[src/rtl/lcd_pkg.sv]
// Shared LCD definitions for the display driver and the capture path:
// default geometry, pixel widths and RGB888<->RGB565 conversions.
package lcd_pkg;

    localparam int LCD_H_ACTIVE   = 800;
    localparam int LCD_V_ACTIVE   = 480;
    localparam int LCD_ADDR_W     = 19;
    localparam int LCD_FIFO_DEPTH = 4;
    localparam int LCD_CNT_W      = 11;
    localparam int RGB888_W       = 24;
    localparam int RGB565_W       = 16;

    typedef enum logic [0:0] {
        CAP_IDLE    = 1'b0,
        CAP_CAPTURE = 1'b1
    } cap_state_e;

    function automatic logic [RGB565_W-1:0] rgb888_to_565(input logic [RGB888_W-1:0] rgb);
        return {rgb[23:19], rgb[15:10], rgb[7:3]};
    endfunction

    // Expansion replicates the top bits so full-scale 565 maps to full-scale 888.
    function automatic logic [RGB888_W-1:0] rgb565_to_888(input logic [RGB565_W-1:0] pix);
        return {pix[15:11], pix[15:13], pix[10:5], pix[10:9], pix[4:0], pix[4:2]};
    endfunction

endpackage

[src/rtl/lcd_capture_if.sv]
// Frame-buffer write port: valid/ready handshake carrying a pixel address and RGB565 data.
interface lcd_capture_if
    import lcd_pkg::*;
#(
    parameter int ADDR_W = LCD_ADDR_W
);

    logic                ram_wr_valid;
    logic                ram_wr_ready;
    logic [ADDR_W-1:0]   ram_wr_addr;
    logic [RGB565_W-1:0] ram_wr_data;

    modport master (
        output ram_wr_valid,
        output ram_wr_addr,
        output ram_wr_data,
        input  ram_wr_ready
    );

    modport slave (
        input  ram_wr_valid,
        input  ram_wr_addr,
        input  ram_wr_data,
        output ram_wr_ready
    );

endinterface

[src/rtl/lcd_capture_fifo.sv]
// Synchronous first-word-fallthrough FIFO; the head entry is visible while empty is low
// and stays unchanged until it is popped.
module lcd_capture_fifo #(
    parameter int WIDTH = 35,
    parameter int DEPTH = 4
) (
    input  logic             clk,
    input  logic             rst,
    input  logic             push,
    input  logic             pop,
    input  logic [WIDTH-1:0] wr_data,
    output logic [WIDTH-1:0] rd_data,
    output logic             full,
    output logic             empty
);

    localparam int PTR_W = (DEPTH > 1) ? $clog2(DEPTH) : 1;
    localparam logic [PTR_W:0] DEPTH_CNT = (PTR_W + 1)'(DEPTH);

    logic [WIDTH-1:0] mem_r [DEPTH];
    logic [PTR_W-1:0] wr_ptr_r;
    logic [PTR_W-1:0] rd_ptr_r;
    logic [PTR_W:0]   count_r;
    logic             do_push_s;
    logic             do_pop_s;

    assign full      = (count_r == DEPTH_CNT);
    assign empty     = (count_r == (PTR_W + 1)'(0));
    assign do_pop_s  = pop && !empty;
    // A full FIFO still takes a push when the head leaves in the same cycle.
    assign do_push_s = push && (!full || do_pop_s);
    assign rd_data   = mem_r[rd_ptr_r];

    // Storage, pointers and occupancy.
    always_ff @(posedge clk or posedge rst) begin
        if (rst) begin
            for (int i = 0; i < DEPTH; i++) begin
                mem_r[i] <= {WIDTH{1'b0}};
            end
            wr_ptr_r <= PTR_W'(0);
            rd_ptr_r <= PTR_W'(0);
            count_r  <= (PTR_W + 1)'(0);
        end else begin
            if (do_push_s) begin
                mem_r[wr_ptr_r] <= wr_data;
                wr_ptr_r        <= wr_ptr_r + PTR_W'(1);
            end
            if (do_pop_s) begin
                rd_ptr_r <= rd_ptr_r + PTR_W'(1);
            end
            count_r <= count_r + (PTR_W + 1)'(do_push_s) - (PTR_W + 1)'(do_pop_s);
        end
    end

endmodule

[src/rtl/lcd_capture.sv]
// Samples a parallel RGB LCD stream, repacks active pixels to RGB565 and writes them to a
// frame buffer with linear addressing, flagging malformed lines and frames.
module lcd_capture
    import lcd_pkg::*;
#(
    parameter int H_ACTIVE   = LCD_H_ACTIVE,
    parameter int V_ACTIVE   = LCD_V_ACTIVE,
    parameter int ADDR_W     = LCD_ADDR_W,
    parameter int FIFO_DEPTH = LCD_FIFO_DEPTH
) (
    input  logic                lcd_clk,
    input  logic                rst,
    input  logic                lcd_hs,
    input  logic                lcd_vs,
    input  logic                lcd_de,
    input  logic [RGB888_W-1:0] lcd_rgb,
    lcd_capture_if.master       wr,
    output logic                frame_start,
    output logic                frame_done,
    output logic                line_err,
    output logic                frame_err,
    output logic                fifo_ovf
);

    localparam int ENTRY_W = ADDR_W + RGB565_W;
    localparam logic [LCD_CNT_W-1:0] CNT_MAX = {LCD_CNT_W{1'b1}};
    localparam logic [LCD_CNT_W-1:0] H_CNT   = LCD_CNT_W'(H_ACTIVE);
    localparam logic [LCD_CNT_W-1:0] V_CNT   = LCD_CNT_W'(V_ACTIVE);
    localparam logic [ADDR_W-1:0]    H_STEP  = ADDR_W'(H_ACTIVE);

    logic                 hs_unused;
    logic                 vs_r;
    logic                 vs_d_r;
    logic                 de_r;
    logic                 de_d_r;
    logic [RGB565_W-1:0]  pix_r;
    logic                 vs_fall_s;
    logic                 de_fall_s;
    cap_state_e           state_r;
    cap_state_e           state_s;
    logic [LCD_CNT_W-1:0] x_r;
    logic [LCD_CNT_W-1:0] x_s;
    logic [LCD_CNT_W-1:0] y_r;
    logic [LCD_CNT_W-1:0] y_s;
    logic [ADDR_W-1:0]    base_r;
    logic [ADDR_W-1:0]    base_s;
    logic [ADDR_W-1:0]    addr_r;
    logic [ADDR_W-1:0]    addr_s;
    logic                 push_s;
    logic                 pop_s;
    logic                 full_s;
    logic                 empty_s;
    logic [ENTRY_W-1:0]   head_s;
    logic                 frame_start_s;
    logic                 frame_done_s;
    logic                 line_err_s;
    logic                 frame_err_s;
    logic                 frame_start_r;
    logic                 frame_done_r;
    logic                 line_err_r;
    logic                 frame_err_r;
    logic                 ovf_r;

    // HSYNC carries no information for capture; geometry comes from DE and VS.
    assign hs_unused = lcd_hs;

    assign vs_fall_s = vs_d_r && !vs_r;
    assign de_fall_s = de_d_r && !de_r;

    // Input register stage plus the delayed copies used for edge detection.
    always_ff @(posedge lcd_clk or posedge rst) begin
        if (rst) begin
            vs_r   <= 1'b0;
            vs_d_r <= 1'b0;
            de_r   <= 1'b0;
            de_d_r <= 1'b0;
            pix_r  <= RGB565_W'(0);
        end else begin
            vs_r   <= lcd_vs;
            vs_d_r <= vs_r;
            de_r   <= lcd_de;
            de_d_r <= de_r;
            pix_r  <= rgb888_to_565(lcd_rgb);
        end
    end

    // Capture state register.
    always_ff @(posedge lcd_clk or posedge rst) begin
        if (rst) begin
            state_r <= CAP_IDLE;
        end else begin
            state_r <= state_s;
        end
    end

    // Next state, counters, FIFO push and status pulses. A line end is applied before a
    // coincident VS edge so the frame check sees the final line count.
    always_comb begin
        state_s       = state_r;
        x_s           = x_r;
        y_s           = y_r;
        base_s        = base_r;
        addr_s        = addr_r;
        push_s        = 1'b0;
        line_err_s    = 1'b0;
        frame_start_s = 1'b0;
        frame_done_s  = 1'b0;
        frame_err_s   = 1'b0;
        case (state_r)
            CAP_CAPTURE: begin
                if (de_r) begin
                    if ((x_r < H_CNT) && (y_r < V_CNT)) begin
                        push_s = 1'b1;
                        addr_s = addr_r + ADDR_W'(1);
                    end else begin
                        push_s = 1'b0;
                    end
                    x_s = (x_r == CNT_MAX) ? x_r : x_r + LCD_CNT_W'(1);
                end else if (de_fall_s) begin
                    line_err_s = (x_r != H_CNT);
                    y_s        = (y_r == CNT_MAX) ? y_r : y_r + LCD_CNT_W'(1);
                    // Lines advance by a fixed stride so a short line cannot shift later ones.
                    base_s     = base_r + H_STEP;
                    addr_s     = base_r + H_STEP;
                    x_s        = LCD_CNT_W'(0);
                end else begin
                    push_s = 1'b0;
                end
            end
            default: begin
                state_s = CAP_IDLE;
            end
        endcase
        if (vs_fall_s) begin
            frame_start_s = 1'b1;
            if (state_r == CAP_CAPTURE) begin
                frame_done_s = (y_s == V_CNT);
                frame_err_s  = (y_s != V_CNT);
            end else begin
                frame_done_s = 1'b0;
            end
            x_s     = LCD_CNT_W'(0);
            y_s     = LCD_CNT_W'(0);
            base_s  = ADDR_W'(0);
            addr_s  = ADDR_W'(0);
            state_s = CAP_CAPTURE;
        end else begin
            frame_start_s = 1'b0;
        end
    end

    // Position counters and address generator.
    always_ff @(posedge lcd_clk or posedge rst) begin
        if (rst) begin
            x_r    <= LCD_CNT_W'(0);
            y_r    <= LCD_CNT_W'(0);
            base_r <= ADDR_W'(0);
            addr_r <= ADDR_W'(0);
        end else begin
            x_r    <= x_s;
            y_r    <= y_s;
            base_r <= base_s;
            addr_r <= addr_s;
        end
    end

    assign pop_s = !empty_s && wr.ram_wr_ready;

    // Registered status pulses and the sticky overflow flag.
    always_ff @(posedge lcd_clk or posedge rst) begin
        if (rst) begin
            frame_start_r <= 1'b0;
            frame_done_r  <= 1'b0;
            line_err_r    <= 1'b0;
            frame_err_r   <= 1'b0;
            ovf_r         <= 1'b0;
        end else begin
            frame_start_r <= frame_start_s;
            frame_done_r  <= frame_done_s;
            line_err_r    <= line_err_s;
            frame_err_r   <= frame_err_s;
            ovf_r         <= ovf_r | (push_s & full_s & ~pop_s);
        end
    end

    lcd_capture_fifo #(
        .WIDTH (ENTRY_W),
        .DEPTH (FIFO_DEPTH)
    ) u_fifo (
        .clk     (lcd_clk),
        .rst     (rst),
        .push    (push_s),
        .pop     (pop_s),
        .wr_data ({addr_r, pix_r}),
        .rd_data (head_s),
        .full    (full_s),
        .empty   (empty_s)
    );

    assign wr.ram_wr_valid = !empty_s;
    assign wr.ram_wr_addr  = head_s[ENTRY_W-1:RGB565_W];
    assign wr.ram_wr_data  = head_s[RGB565_W-1:0];

    assign frame_start = frame_start_r;
    assign frame_done  = frame_done_r;
    assign line_err    = line_err_r;
    assign frame_err   = frame_err_r;
    assign fifo_ovf    = ovf_r;

endmodule
[src/flat_wrapper.sv]
// flat-port wrapper written by rule: the top's interface ports become plain ports
module lcd_capture_flat import lcd_pkg::*;
#(
    parameter int H_ACTIVE   = LCD_H_ACTIVE,
    parameter int V_ACTIVE   = LCD_V_ACTIVE,
    parameter int ADDR_W     = LCD_ADDR_W,
    parameter int FIFO_DEPTH = LCD_FIFO_DEPTH
)
  (lcd_clk, rst, lcd_hs, lcd_vs, lcd_de, lcd_rgb, frame_start, frame_done, line_err, frame_err, fifo_ovf, wr_ram_wr_valid, wr_ram_wr_addr, wr_ram_wr_data, wr_ram_wr_ready);
  lcd_capture_if #(.ADDR_W(ADDR_W)) wr_i ();
  input  logic lcd_clk;
  input  logic rst;
  input  logic lcd_hs;
  input  logic lcd_vs;
  input  logic lcd_de;
  input  logic [RGB888_W-1:0] lcd_rgb;
  output logic frame_start;
  output logic frame_done;
  output logic line_err;
  output logic frame_err;
  output logic fifo_ovf;
  output wire logic [$bits(wr_i.ram_wr_valid)-1:0] wr_ram_wr_valid;
  output wire logic [$bits(wr_i.ram_wr_addr)-1:0] wr_ram_wr_addr;
  output wire logic [$bits(wr_i.ram_wr_data)-1:0] wr_ram_wr_data;
  input wire logic [$bits(wr_i.ram_wr_ready)-1:0] wr_ram_wr_ready;
  assign wr_ram_wr_valid = wr_i.ram_wr_valid;
  assign wr_ram_wr_addr = wr_i.ram_wr_addr;
  assign wr_ram_wr_data = wr_i.ram_wr_data;
  assign wr_i.ram_wr_ready = wr_ram_wr_ready;
  lcd_capture #(.H_ACTIVE(H_ACTIVE), .V_ACTIVE(V_ACTIVE), .ADDR_W(ADDR_W), .FIFO_DEPTH(FIFO_DEPTH)) u_core (.lcd_clk(lcd_clk), .rst(rst), .lcd_hs(lcd_hs), .lcd_vs(lcd_vs), .lcd_de(lcd_de), .lcd_rgb(lcd_rgb), .wr(wr_i), .frame_start(frame_start), .frame_done(frame_done), .line_err(line_err), .frame_err(frame_err), .fifo_ovf(fifo_ovf));
endmodule
[config.mk]
export PLATFORM = sky130hd
export DESIGN_NAME = lcd_capture_flat
export DESIGN_NICKNAME = d
export VERILOG_FILES = /design/src/rtl/lcd_pkg.sv /design/src/rtl/lcd_capture_if.sv /design/src/rtl/lcd_capture_fifo.sv /design/src/rtl/lcd_capture.sv /design/src/flat_wrapper.sv
export SDC_FILE = /design/constraint.sdc
export NUM_CORES = 1
export LEC_CHECK = 0
export CELL_PAD_IN_SITES_DETAIL_PLACEMENT = 1
export CELL_PAD_IN_SITES_GLOBAL_PLACEMENT = 2
export CORE_UTILIZATION = 43
export CTS_BUF_LIST = sky130_fd_sc_hd__clkbuf_4 sky130_fd_sc_hd__clkbuf_8
export CTS_CLUSTER_SIZE = 14
export DETAILED_ROUTE_END_ITERATION = 10
export GPL_ROUTABILITY_DRIVEN = 0
export PLACE_DENSITY_LB_ADDON = 0.1
export SLEW_MARGIN = 40
export SYNTH_ARGS = -nofsm -noshare
export SYNTH_HDL_FRONTEND = slang
export SYNTH_HIERARCHICAL = 1
export SYNTH_SLANG_ARGS = --single-unit
export TNS_END_PERCENT = 20
[constraint.sdc]
create_clock -name lcd_clk -period 6.5 [get_ports lcd_clk]
set_input_delay 1.95 -clock lcd_clk [delete_from_list [all_inputs] [get_ports lcd_clk]]
set_output_delay 1.95 -clock lcd_clk [all_outputs]
set_load 0.05 [all_outputs]
Fig. 1: run 1, metal 1
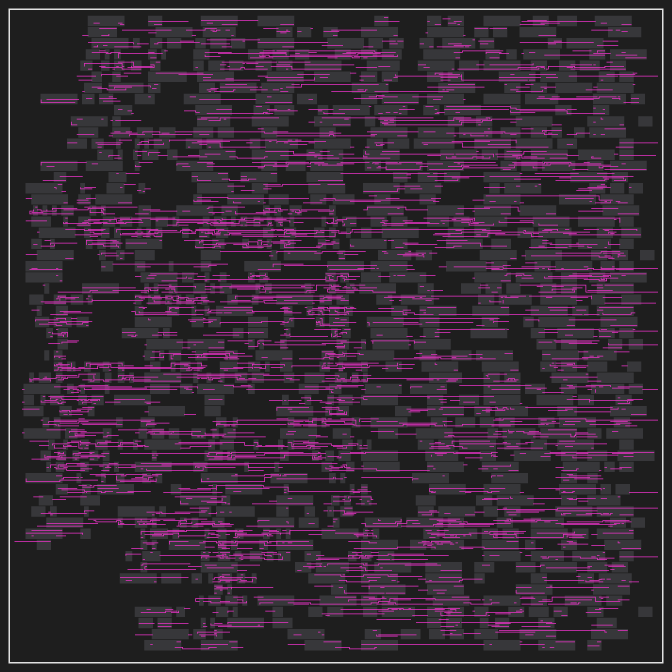
The wires run mostly horizontal. The layer holds 44% of the routed length. 863 nets have wire on it.
final wirelength: 24,830 um
vias: 6,904
met1 global-route usage: 27.43%

Fig. 2: run 1, met2 routing
Scale bar: 50 um.
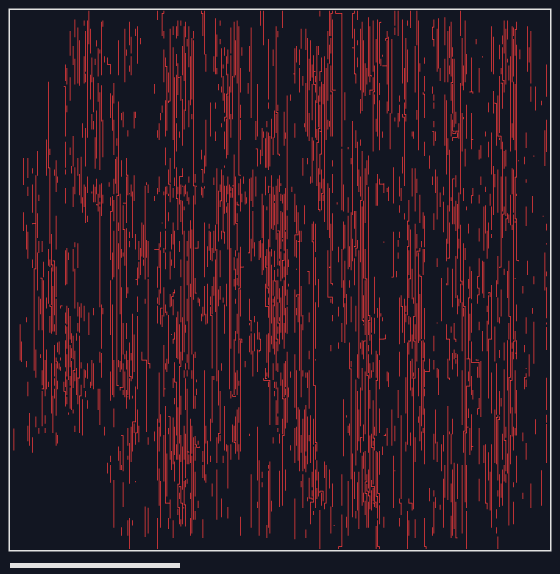
The layer holds 51% of the routed length. The wires run mostly vertical. 852 nets have wire on it.
GRT met2 Usage: 35.59%

Fig. 3: run 1, the metal 3 layer
Scale bar: 50 um.
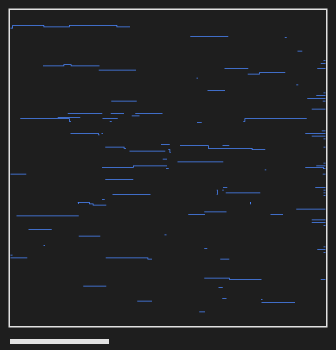
56 nets have wire on it. The layer holds 3.4% of the routed length. The layer carries 839 um of wire.
GR Layer Usage met3: 3.464%

==> run 1: worst max-delay path, delay by kind of cell (launching register included) <==
family | cells | cell delay [ps]
buffers and inverters | 3 | 1200
flip-flops | 1 | 630
multiplexers | 1 | 530
==> run 1: kinds of logic after synthesis <==
kind of cell,after synthesis,synth area share (%)
flip-flops,228,53.77
multiplexers,181,22.88
adder cells (fa/ha/maj),11,1.368
AND/OR/NAND/NOR,195,9.882
AND-OR/OR-AND,90,5.590
buffers and inverters,57,3.042
XOR/XNOR,42,3.467
==> run 1: power groups by stage <==
stage                     Combinational, uW  Sequential [uW]  Clock, uW
after detailed placement               2250             2110          0
after CTS                              2250             2080       1440
after global routing                   2350             2140       1500
final                                  2210             2080       1390
after floorplan                        1690             2000          0
after global placement                 2110             2080          0
==> deck_impl_summary.md, run 1 <==
Flow Results at a Glance

Run status
  • Status: finished, violations left
  • Failing checks: design-rule violations

Cells and area
  • Register area: 5707 sq um
  • Num sequential: 228
  • Clkbuf count: 68
  • Commonest Layout Cell: dfrtp_1
  • Finished Layout Cells: ~1,200
  • Top reg by flops: u_core/u_fifo/mem_r
  • Seq area share: 45.83%
  • Nonclk buf count: 78
  • #MultiIn Comb: around 520
  • Design area: 12,450 sq um
  • N_diodes: 0

Yosys
  • Post-Syn Nets: around 850
  • Top cells by area: dfrtp_1 (54%), mux2_2 (15%), mux4_2 (7.4%)
  • Yosys Chip Area: 10,610 sq um
  • Yosys cell types: approximately 63
  • Register bit total from synthesis: between 200 and 250
  • Synth Instances: 804
  • Syn. warnings: 6
  • Syn avg cell area: 13.20 sq um
  • Top-area cell share: 53.77%
  • EDFF count, synth: 0
  • Top cells by count: dfrtp_1 (228), mux2_2 (142), nor2_1 (44)

Power
  • P_int: 3647 uW
  • Sequential Power Share: 36.6%
  • Leakage Power: roughly 0.0054 uW
  • Combinational power share: ~40%
  • Switch share: 35.79%
  • Maximum vdd drop: between 0.0002 and 0.0003 V

Critical path
  • Worst-path cell chain: buf_16 -> buf_4 -> mux4_2 -> clkdlybuf4s50_1
  • Worst Reg-to-Reg Cells: 8
  • CP Class: reg -> out
  • Critical Path Sink: wr_ram_wr_addr[7]
  • Worst-path maximum fanout: 13
  • Worst reg2reg endpoint: u_core/u_fifo/mem_r[118]
  • Crit start category: flip-flop
  • Crit-path max cell delay: 730 ps

Drt
  • Max layer used: met4
  • ANT nets after route: 0
  • DR pass1 iterations: 9
  • Met2 WL post-DR: roughly 13,000 um
  • Drt drc: 2
  • Met3 WL: roughly 840 um
  • Wire per inst: 20.11 um

Global route
  • Vias in the first global route: 7,935
  • Global route hottest layer: met2
  • Largest net degree at the start of global routing: 110
  • Initial antenna violation count: 0

Clock tree
  • CTS HTree Levels: 2
  • Hold-fix buffers, CTS: 0
  • Num Clock Sinks: approximately 230
  • Later-pin clock latency in the skew report: 540 ps
  • Post-CTS setup buffer count: 0
  • Post-CTS sizing: 0
  • Clock transition at path regs: 50 ps
  • CTS tree: built

Die
  • Die height: ~160 um
  • Core ar.: 24,250 sq um
  • Cell Rows: between 50 and 60

Placed design
  • Final HPWL DP: 16,470 um
  • Dpl cells: 1,163
  • IO Port Bufs: 61
  • Pre-CTS WS: 1914 ps

Final timing
  • Achievable Freq: 0.2062 GHz
  • Tcrit/Tclk final: 74.63%
  • RSZ-0062 raised after global routing: false
  • Slew HR: a little under half

Min path
  • Worst min path class: reg -> reg
  • Worst Hold Launch: u_core/vs_r
  • Min-Delay Path Depth: 0
Fig. 4: run 1, clock routing
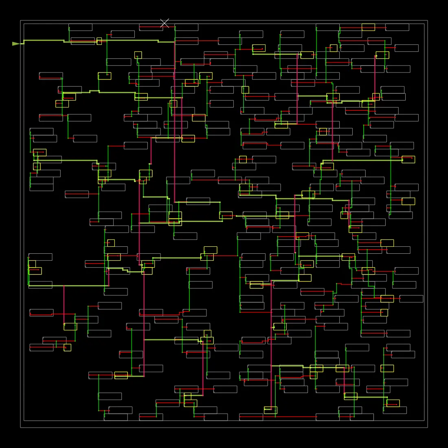

==> inputs of run 2 (changes only) <==
==> constraint.sdc (replaced) <==
create_clock -name lcd_clk -period 4.5 [get_ports lcd_clk]
set_input_delay 1.35 -clock lcd_clk [delete_from_list [all_inputs] [get_ports lcd_clk]]
set_output_delay 1.35 -clock lcd_clk [all_outputs]
set_load 0.05 [all_outputs]
Fig. 5: run 2, clock routing
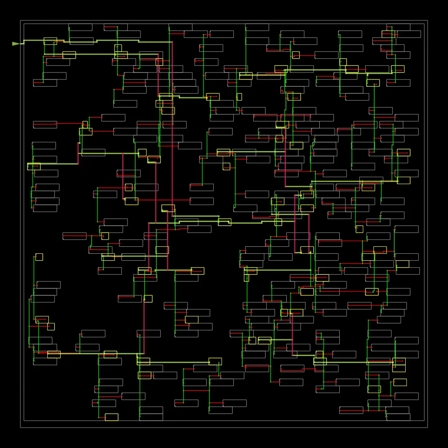
num sequential: 228
clkbuf count: 70

Fig. 6: run 2, metal 1
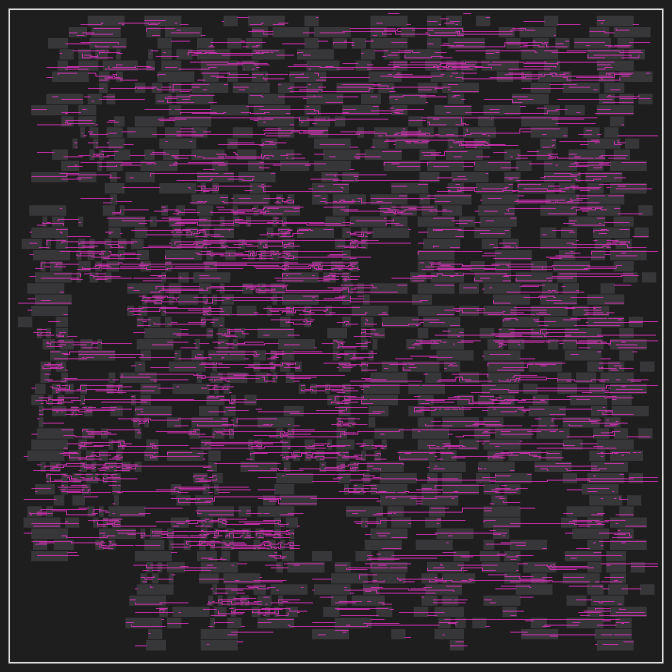
The longest straight run is 42.8 um. The wires run mostly horizontal. 863 nets have wire on it.
met1 global-route usage: 27.61%
vias: 6,852
final wirelength: 24,540 um

==> deck_impl_summary.md, run 2 <==
Flow Results at a Glance

Yosys
  • Cell accounting for the most synthesized area: dfrtp_1
  • Top cells by count: dfrtp_1 (228), mux2_2 (142), nor2_1 (44)
  • Top cells by area: dfrtp_1 (54%), mux2_2 (15%), mux4_2 (7.4%)
  • Syn avg cell area: 13.20 sq um
  • Synth Instances: 804
  • Top-area cell share: 53.77%
  • EDFF count, synth: 0
  • Most frequent cell after synthesis: dfrtp_1
  • Yosys cell types: 63
  • Post-synth seq share: 53.77%
  • Ys async rst share: 100.0%
  • Post-Syn Nets: 845
  • Register bit total from synthesis: 228
  • Syn. warnings: 6
  • Yosys Chip Area: around 11,000 sq um
  • Top_reg_cell synth: dfrtp_1

Critical path
  • Crit start category: flip-flop
  • Worst-path cell chain: buf_4 -> mux4_2 -> clkdlybuf4s50_1
  • WP depth: 3
  • Worst Path Buf+Inv: 2
  • Crit path launch: u_core/u_fifo/rd_ptr_r[0]
  • Worst R2R Setup Slack: roughly 1400 ps
  • Family with the most delay on the worst path: buffers and inverters
  • Worst reg2reg endpoint: u_core/u_fifo/mem_r[12]
  • Critical Path Sink: wr_ram_wr_addr[0]
  • Worst Reg-to-Reg Cells: 8
  • CP Class: reg -> out
  • CP Capture Type: primary output
  • Crit-path max cell delay: 750 ps
  • Worst-path maximum fanout: 21

Placed design
  • IO Port Bufs: a little over 60
  • Final HPWL DP: 15,780 um
  • Dpl cells: 1,161
  • Pre-CTS WS: 749.5 ps

Cells and area
  • N_diodes: 0
  • #MultiIn Comb: 519
  • Design area: around 12,000 sq um
  • Nets: 922
  • Most instantiated logic cells after routing: dfrtp_1 (227), mux2_2 (142), clkdlybuf4s50_1 (61), clkbuf_8 (55), nor2_1 (44)
  • Seq area share: 45.66%
  • Top reg by flops: u_core/u_fifo/mem_r
  • Nonclk buf count: 76
  • Area delta synth->final: 17.78%
  • Buffering overhead: 6.488%
  • Commonest Layout Cell: dfrtp_1
  • Finished Layout Cells: 1,237
  • Register area: ~5700 sq um

Drt
  • Met3 WL: approximately 900 um
  • ANT nets after route: 0
  • DR pass1 iterations: 4
  • Drt drc: 0
  • Max layer used: met4
  • Via/cell ratio: 5.539
  • Wire per inst: 19.84 um
  • Initial detailed-routing violation count: 349
  • Met2 WL post-DR: between 10,000 and 15,000 um

Die
  • Cell Rows: approximately 57
  • # IOs: around 70
  • Core ar.: 24,250 sq um
  • Die span in x: 159.1 um
  • Die height: 159.1 um
  • Init Core Util: 43.76%

Global route
  • Initial antenna violation count: 0
  • Vias in the first global route: 7,839
  • GRT met2 Usage: a little over a third
  • Global route hottest layer: met2
  • GR Layer Usage met3: around 3.7%
  • First-pass GRT wire length: 42,370 um
  • Largest net degree at the start of global routing: approximately 76

Final timing
  • RSZ-0062 raised after global routing: false
  • Slew HR: 50.32%
  • Tcrit/Tclk final: a little under 90%
  • Max Slew Vio Count: 0
  • Clock skew: approximately 18 ps
  • Achievable Freq: 0.2515 GHz
  • Crit path time final: 3976 ps

Clock tree
  • Post-CTS setup buffer count: 0
  • CTS tree: built
  • Num Clock Sinks: 228
  • Later-pin clock latency in the skew report: 530 ps
  • CTS HTree Levels: 2
  • Clock transition at path regs: 60 ps
  • Hold-fix buffers, CTS: 0
  • Post-CTS sizing: 0

Min path
  • Worst min path class: reg -> reg
  • Worst Hold Launch: u_core/vs_r

Power
  • Maximum vdd drop: between 0.0003 and 0.0004 V
  • Leakage Power: 0.005380 uW

Run status
  • Status: completed
## run 2: worst min-delay path by stage
stage,to,slack [ps],cells past startpoint
global placement,u_core/vs_d_r,360,0
global route,u_core/vs_d_r,390,0
floorplan,u_core/vs_d_r,350,0
detailed placement,u_core/vs_d_r,360,0
CTS,u_core/vs_d_r,380,0
finish,u_core/vs_d_r,380,0
## run 2: logic make-up after synthesis
logic type               after synthesis  share of synthesized area [%]
flip-flops                           228                          53.77
AND/OR/NAND/NOR                      195                          9.882
multiplexers                         181                          22.88
AND-OR/OR-AND                         90                          5.590
buffers and inverters                 57                          3.042
XOR/XNOR                              42                          3.467
adder cells (fa/ha/maj)               11                          1.368
## run 2: report_power, final
group          internal [uW]  switching, uW  total, uW
logic                   1470           1720       3190
clock network           1220            841       2060
registers               2610            375       2990
total                   5300           2940       8240
Fig. 7: run 2, met2 routing
Scale bar: 50 um.
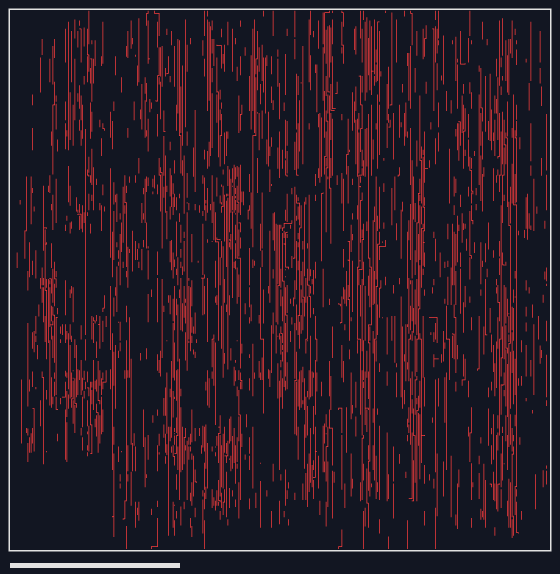

==> inputs of run 3 (changes only) <==
--- a/config.mk
+++ b/config.mk
@@ -7,6 +7,7 @@
 export LEC_CHECK = 0
 export CELL_PAD_IN_SITES_DETAIL_PLACEMENT = 1
 export CELL_PAD_IN_SITES_GLOBAL_PLACEMENT = 2
+export CORE_ASPECT_RATIO = 1.2
 export CORE_UTILIZATION = 43
 export CTS_BUF_LIST = sky130_fd_sc_hd__clkbuf_4 sky130_fd_sc_hd__clkbuf_8
 export CTS_CLUSTER_SIZE = 14
Fig. 8: run 3, met2 routing
Scale bar: 50 um.
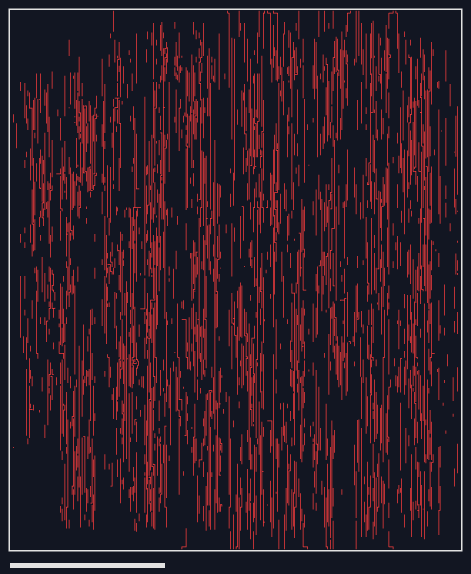
The layer holds 54% of the routed length. The wires run mostly vertical. 846 nets have wire on it. The layer carries 13,800 um of wire. The longest straight run is 93.2 um.
final wirelength: 25,510 um
vias: 6,857

Fig. 9: run 3, signal wires on met4
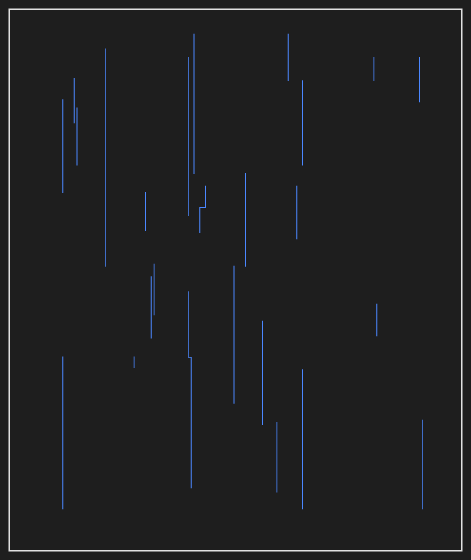
15 nets have wire on it. The wires run mostly vertical.

==> deck_impl_summary.md, run 3 <==
Flow Results at a Glance

Power
  • P_int: 5200 uW
  • Top Consumer: combinational cells
  • Clock net power: 1980 uW
  • NetSw: 2946 uW

Drt
  • Drt drc: 0
  • Met3 WL: 690 um

Final timing
  • Max Slew Vio Count: 0
  • RSZ-0062 raised after global routing: false
  • Achievable Freq: between 0.2 and 0.25 GHz

Die
  • Die height: 174.1 um
  • # IOs: 71
  • Core ar.: between 20,000 and 25,000 sq um
  • Die span in x: 145.4 um

Clock tree
  • Post-CTS setup buffer count: 0
  • Hold-fix buffers, CTS: 0
  • CTS tree: built

Min path
  • Worst Hold Launch: u_core/vs_r
  • Hold endpoint: u_core/vs_d_r
  • Worst min path class: reg -> reg
  • Min-Delay Path Depth: 0

Global route
  • GR Layer Usage met3: around 3.3%
  • First-pass GRT wire length: 43,190 um
  • Initial antenna violation count: 0

Cells and area
  • Finished Layout Cells: 1,226
  • Nets: 919
  • Top reg by flops: u_core/u_fifo/mem_r
  • Commonest Layout Cell: dfrtp_1
  • Design area: 12,380 sq um

Critical path
  • Worst reg2reg endpoint: u_core/u_fifo/mem_r[113]
  • Crit-path max cell delay: 740 ps
  • Crit start category: flip-flop

Yosys
  • Aoi share: 5.590%
  • Post-Syn Nets: 845
  • Cell accounting for the most synthesized area: dfrtp_1
  • Register bit total from synthesis: 228
  • Synth Instances: approximately 800
  • Most frequent cell after synthesis: dfrtp_1
  • Mux frac, synth: 22.88%

Run status
  • Status: completed
-- run 3: cell count changes in the layout (fill, tap and decap cells not counted), moves of 4 or more --
| cell | before | now |
|---|---|---|
| clkbuf_4 | 15 | 8 |
| clkinv_2 | 3 | 8 |
| buf_12 | 7 | 3 |
| buf_4 | 8 | 12 |
| clkbuf_8 | 55 | 51 |
-- run 3: layout make-up --
cell class	count	area [sq um]	share of cell area [%]
timing repair buffer	76	760.7	6.146
inverter	14	57.56	0.4650
clock inverter	10	81.33	0.6570
clock buffer	59	762.0	6.156
tap	320	400.4	3.235
sequential	228	5707	46.10
multi-input combinational	519	4609	37.24
No activity file was given, so power comes from the tool's default toggle rates.
